Fig. 1: run 1, register map, names as in the netlist
Scale: 4 px per um. Other sequential cells in the stronger gray, the rest of the logic in the fainter gray.
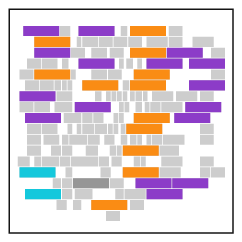
Fig. 2: run 1, cell outlines without signal wires
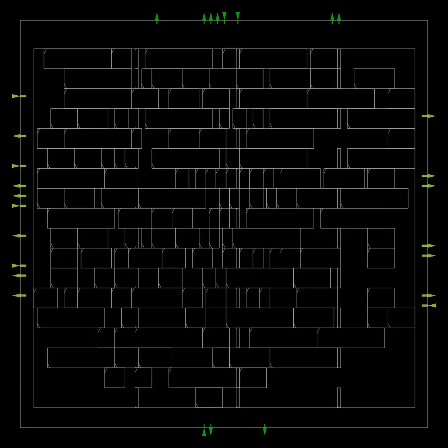
Fig. 3: run 1, wires at chosen ports, followed through buffers
Scale: 8 px per um.
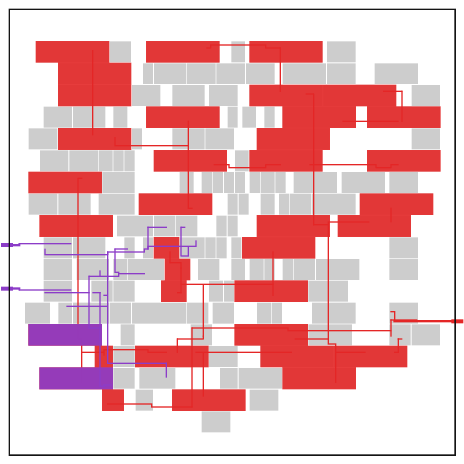
Fig. 4: run 1, cells colored by class
Scale: 4 px per um.
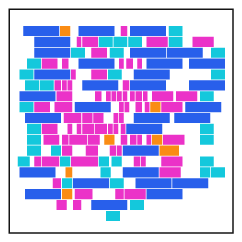
**src/rtl/fabric_port_pkg.sv**
```systemverilog
// fabric_port_pkg: widths and beat-ordering constants shared by the fabric-port TDM serializer and reassembler
package fabric_port_pkg;
  localparam int WIDTH_IN_DEF  = 4;
  localparam int WIDTH_OUT_DEF = 16;
  localparam bit BEAT0_LSB     = 1'b1;
  function automatic int ratio_of(input int width_in, input int width_out);
    return width_out / width_in;
  endfunction
endpackage

```
**src/rtl/detdm.sv**
```systemverilog
// detdm: collects RATIO narrow beats (beat 0 = LSB slice) into one wide word on a registered valid/ready output
module detdm
  import fabric_port_pkg::*;
#(
  parameter int WIDTH_IN  = WIDTH_IN_DEF,
  parameter int WIDTH_OUT = WIDTH_OUT_DEF,
  parameter int RATIO     = ratio_of(WIDTH_IN, WIDTH_OUT),
  localparam int CW       = $clog2(RATIO)
) (
  input  logic                 clk,
  input  logic                 rst,
  input  logic [WIDTH_IN-1:0]  i_data_in,
  input  logic                 i_valid_in,
  output logic                 i_ready_out,
  output logic [WIDTH_OUT-1:0] o_data_out,
  output logic                 o_valid_out,
  input  logic                 o_ready_in,
  output logic [CW-1:0]        o_beat_cnt
);
  localparam int AW = (RATIO - 1) * WIDTH_IN;
  if (WIDTH_OUT != RATIO * WIDTH_IN || RATIO < 2 || !BEAT0_LSB) begin : g_bad_cfg
    $error("detdm: WIDTH_OUT must be an exact multiple (>=2x) of WIDTH_IN with beat 0 in the LSB slice");
  end
  logic [CW-1:0]        cnt_q, cnt_d;
  logic [AW-1:0]        asm_q, asm_d;
  logic [WIDTH_OUT-1:0] data_q, data_d;
  logic                 valid_q, valid_d;
  logic                 last, acc, fin;
  // Only the final beat can stall, and only when the output slot is full and not draining
  assign last        = cnt_q == CW'(RATIO - 1);
  assign i_ready_out = rst & (~last | ~valid_q | o_ready_in);
  assign acc         = i_valid_in & i_ready_out;
  assign fin         = acc & last;
  assign o_data_out  = data_q;
  assign o_valid_out = valid_q;
  assign o_beat_cnt  = cnt_q;
  // Next-state: advance the beat index and drop non-final beats into their slice
  always_comb begin
    cnt_d = acc ? (last ? '0 : cnt_q + 1'b1) : cnt_q;
    asm_d = asm_q;
    if (acc && !last) asm_d[int'(cnt_q) * WIDTH_IN +: WIDTH_IN] = i_data_in;
    data_d  = fin ? {i_data_in, asm_q} : data_q;
    valid_d = fin | (valid_q & ~o_ready_in);
  end
  // Beat counter and partial-word assembly; reset discards any partial word
  always_ff @(posedge clk or negedge rst) begin
    if (!rst) begin
      cnt_q <= '0;
      asm_q <= '0;
    end else begin
      cnt_q <= cnt_d;
      asm_q <= asm_d;
    end
  end
  // Output slot: loads on the final beat, holds while stalled, empties on a drain
  always_ff @(posedge clk or negedge rst) begin
    if (!rst) begin
      data_q  <= '0;
      valid_q <= 1'b0;
    end else begin
      data_q  <= data_d;
      valid_q <= valid_d;
    end
  end
endmodule

```
**config.mk**
```make
export PLATFORM = sky130hd
export DESIGN_NAME = detdm
export DESIGN_NICKNAME = d
export VERILOG_FILES = /design/src/rtl/fabric_port_pkg.sv /design/src/rtl/detdm.sv
export SDC_FILE = /design/constraint.sdc
export NUM_CORES = 1
export LEC_CHECK = 0
export CORE_MARGIN = 1.5
export CORE_UTILIZATION = 49
export CTS_CLUSTER_SIZE = 12
export DETAILED_ROUTE_END_ITERATION = 16
export PLACE_DENSITY = 0.89
export SYNTH_ARGS = -nofsm -noshare
export SYNTH_HDL_FRONTEND = slang
export SYNTH_SLANG_ARGS = --single-unit
```
**constraint.sdc**
```tcl
create_clock -name clk -period 2 [get_ports clk]
set_input_delay 0.4 -clock clk [delete_from_list [all_inputs] [get_ports clk]]
set_output_delay 0.4 -clock clk [all_outputs]
set_load 0.01 [all_outputs]
```
==> impl_metrics.ini, run 1 <==
; generated from flow reports
[worst_setup_path]
cp-start-kind = input port
crit_fanout = 3
critPathArrivalTime_ns = 1.46
crit_cells = 3
critPathKind = in2out
cp.required_ns = 1.60
slowest_delay_ns = 0.54

[cells_and_area]
drive_above_1_share = 0.2329
syn_to_final_growth_pct = 29.21
most-common-layout-cells = dfrtp_1, clkdlybuf4s50_1, nand2_1, o21ai_0, mux2_4
comb_cells = 72
largestClassByArea = flip-flops and latches
post-route-util = 0.6873

[timing]
slew_viol_final = 0
max_freq_mhz = 536.9

[drt]
dr.pass1.iters = 4
drt-total-wl_mm = 2.638
drc_errors = 0

[floorplanning]
die_h_um = 55.56
pin_count = 28
initCoreUtil = 0.5320
num_tap_cells = 30

[run_status]
status = finished, final reports clean

[synthesis]
syn_avg_cell_area_um2 = 12.77
synth-seq-cells = 31
synth.distinct_cells = 18
area_leaders = dfrtp_1, mux2_4, mux2_2, nand2_1, ha_1

[global_route]
met2_usage = 0.3112
grt.overflow.total = 0

[power]
irDropWorstVdd_v = 0.0009067
power_mw = 2.394

[clock_network]
ctsHoldBuffers = 0
cts_resized = 1

[run]
warnings = 30

[place]
io_buffers = 27
Notes on Fig. 1 above:
- cyan: o_beat_cnt (placed flops 2)
- purple: o_data_out (placed flops 16; where all over the die)
- orange: asm_q (placed flops 12)

Notes on Fig. 2 above:
row count: 18
core area: 2545 um^2

Notes on Fig. 3 above:
- red: rst (direction input; end cells 36; buffers 3; wire 289 um)
- purple: o_beat_cnt (direction output; end cells 2; buffers 3; wire 116 um)

Notes on Fig. 4 above:
- cyan: remaining buffers and delay cells (cells 34)
- magenta: remaining logic cells (cells 74)
- orange: clock drivers and dummy loads (cells 7)
- blue: registers (cells 31)
Seq/total area: 0.4435
final instance area: 1749 um^2

-- run 1: flip-flops by register name, indices dropped and copies added, names as in the netlist --
register / count
o_data_out: 16
o_valid_out: 1
o_beat_cnt: 2
asm_q: 12
-- run 1: power breakdown --
part	internal [mW]	total, mW	switching [mW]
logic	0.618	1.05	0.429
clock network	0.162	0.359	0.197
registers	0.853	0.988	0.135
-- run 1: logic make-up (layout without fill, tap and decap cells) --
group	after synthesis	count (layout)	synth area share
simple gates	34	34	0.1313
flops	31	31	0.5730
mux	17	17	0.1664
compound gates	16	16	0.06285
fa+ha+maj	5	5	0.04621
buf+inv	3	43	0.02034
-- run 1: per-layer routing --
metal | vias up | wire (um)
li1 | 444 | -
met1 | 459 | 1170
met2 | 23 | 1286
met3 | 7 | 106
met4 | 0 | 76
met5 | - | 0
-- run 1: Yosys cell counts, drive strengths merged, types with 2 or more instances --
master	number
dfrtp	31
nand2	25
mux2	17
o21ai	12
ha	5
nand4b	3
nor3b	3
a21oi	2
inv	2
-- run 1: worst paths after layout --
| path | slack (ns) | from | to |
|---|---|---|---|
| max | 0.14 | rst | i_ready_out |
| min reg2reg | 0.50 | asm_q[8] | asm_q[8] |
| max reg2reg | 0.18 | o_beat_cnt[0] | asm_q[3] |
| max in group asynchronous | 1.24 | rst | o_data_out[1] |
| min | 0.49 | rst | asm_q[4] |
| min in group clk | 0.50 | asm_q[8] | asm_q[8] |
-- run 1: stage by stage --
stage	hold slack (ns)	std cells	setup slack (ns)	TNS (ns)	area [um^2]
floorplan	0.1044	106	0.2692	0	1354
global placement	0.4662	169	-0.1140	-1.846	1694
detailed placement	0.4744	169	-0.1495	-2.380	1694
CTS	0.4832	176	0.1111	0	1749
global route	0.5060	176	0.01694	0	1749
finish	0.4941	176	0.1373	0	1749
==> run 1 -> run 2 <==
--- a/config.mk
+++ b/config.mk
@@ -5,6 +5,7 @@
 export SDC_FILE = /design/constraint.sdc
 export NUM_CORES = 1
 export LEC_CHECK = 0
+export CORE_ASPECT_RATIO = 1.25
 export CORE_MARGIN = 1.5
 export CORE_UTILIZATION = 49
 export CTS_CLUSTER_SIZE = 12
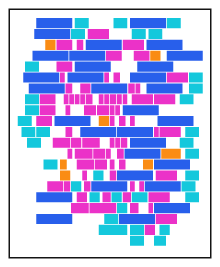
Fig. 5. Cells colored by class (run 2).
Scale: 4 px per um.
- orange: clock drivers and dummy loads (cells 7)
- blue: registers (cells 31)
- cyan: remaining buffers and delay cells (cells 35)
- magenta: remaining logic cells (cells 74)
final instance area: 1778 um^2
core area: 2654 um^2

==> run 2 against run 1 <==
  * Critical path depth did not move
  * Die area barely moved
  * Global-route usage rose by 0.11 points
  * Synthesized area did not move
  * Maximum frequency rose by 2.1%
  * Via count rose by 5.5%
  * Non-clock buffer count rose by 1
  * Clock power rose by 1%
  * Clock skew rose by 0.0080 ns
==> impl_metrics.ini, run 2 <==
; generated from flow reports
[floorplanning]
pin_count = 28
die_h_um = 61.77
rows = 21

[global_route]
grt.overflow.total = 0
busiest_layer = met2
met2_usage = 0.3045

[power]
sw_frac_of_total = 0.3202
p_sw_mw = 0.7738
combPwrFrac = 0.440
p_int_mw = 1.643
clockPowerShare = 0.150
power_clock_mw = 0.364
power-top-group = combinational logic
irDropWorstVdd_v = 0.0007019
power_frac_seq = 0.409
p_seq_mw = 0.989
powerComb_mw = 1.06

[synthesis]
synth.distinct_cells = 18
syn_avg_cell_area_um2 = 12.77
synth-seq-cells = 31
area_leaders = dfrtp_1, mux2_4, mux2_2, nand2_1, ha_1
top_cells_by_count = dfrtp_1, nand2_1, o21ai_0
synthesis.area_um2 = 1354
most_common_cell = dfrtp_1

[timing]
setup-tns-final_ns = 0
slew_viol_final = 0
clock_skew_ns = 0.009902
max_freq_mhz = 548.1

[drt]
drc_errors = 0
drt-total-wl_mm = 2.614

[worst_setup_path]
crit_start = o_beat_cnt[1]
critPathArrivalTime_ns = 1.42
critPathKind = reg2out
cp-start-kind = flop
r2r_start = o_beat_cnt[0]
cp.required_ns = 1.60
crit_fanout = 5

[clock_network]
ctsHoldBuffers = 0

[run_status]
status = finished, final reports clean

[worst_hold_path]
min_from = asm_q[9]
min_path_cells = 2

[cells_and_area]
most-common-layout-cells = dfrtp_1, clkdlybuf4s50_1, nand2_1, o21ai_0, mux2_4
post-route-util = 0.6700
largest_register_ffs = 16
syn_to_final_growth_pct = 31.33
drive_above_1_share = 0.2381

[place]
io_buffers = 27
dpl-instance-area_um2 = 1719

[run]
maxCapViolations = 0
warnings = 30
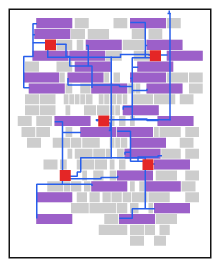
Fig. 6. Clock wires, drivers and flops (run 2).
Scale: 4 px per um.
- purple: flip-flops (count 31)
- red: clock-net drivers (count 5)
- blue: clock wires (length 360 um)
- routed clock nets: 6

[run 2: cell counts after synthesis]
No cell type changed its count.
[run 2: final cells by class]
type	instances	area, um^2	area share
Timing Repair Buffer	35	345.3	0.1942
Tap cell	34	42.54	0.02393
Multi-Input combinational cell	72	550.5	0.3096
Inverter	2	7.507	0.004222
Clock buffer	6	51.30	0.02885
Clock inverter	1	5.005	0.002815
Sequential cell	31	775.7	0.4363
[run 2: cell families after synthesis]
kind of cell / Yosys count / share of synthesized area
and+or+nand+nor: 34 / 0.1313
buffers and inverters: 3 / 0.02034
DFF: 31 / 0.5730
muxes: 17 / 0.1664
AOI/OAI and AO/OA: 16 / 0.06285
adders and majority gates: 5 / 0.04621
[run 2: path summary, 6_finish.rpt]
check | end | slack [ns]
setup reg to reg | asm_q[1] | 0.24
hold reg to reg | asm_q[9] | 0.50
min in group asynchronous | o_beat_cnt[1] | 0.56
max in group asynchronous | o_data_out[0] | 1.20
hold / removal | asm_q[9] | 0.50
setup / recovery | i_ready_out | 0.18
[run 2: layer usage]
layer | wire length [um] | up-vias
li1 | - | 452
met2 | 1274 | 52
met1 | 1091 | 471
met4 | 57 | 0
met3 | 191 | 9
met5 | 0 | -
[run 2: critical path, stage by stage, from the launching register on]
cell and delay, ns:
dfrtp_1 0.44, ha_1 0.23, a21boi_0 0.15, dlygate4sd2_1 0.29
[run 2: through the flow]
stage	hold slack, ns	total power [mW]	cells	worst slack, ns
final	0.5024	2.417	181	0.1756
after detailed placement	0.4790	2.063	174	-0.1824
after global placement	0.4641	2.012	174	-0.08500
after floorplan	0.1044	1.539	106	0.2692
after CTS	0.4987	2.438	181	0.1388
after global routing	0.5277	2.582	181	0.06849
[run 2: timing repair]
action                     in CTS  in global routing
setup endpoints to repair       1                  2
resized                         1                  1
pin swaps                       0                  1
Power figures rest on the tool's default switching activity, not on a simulated workload.
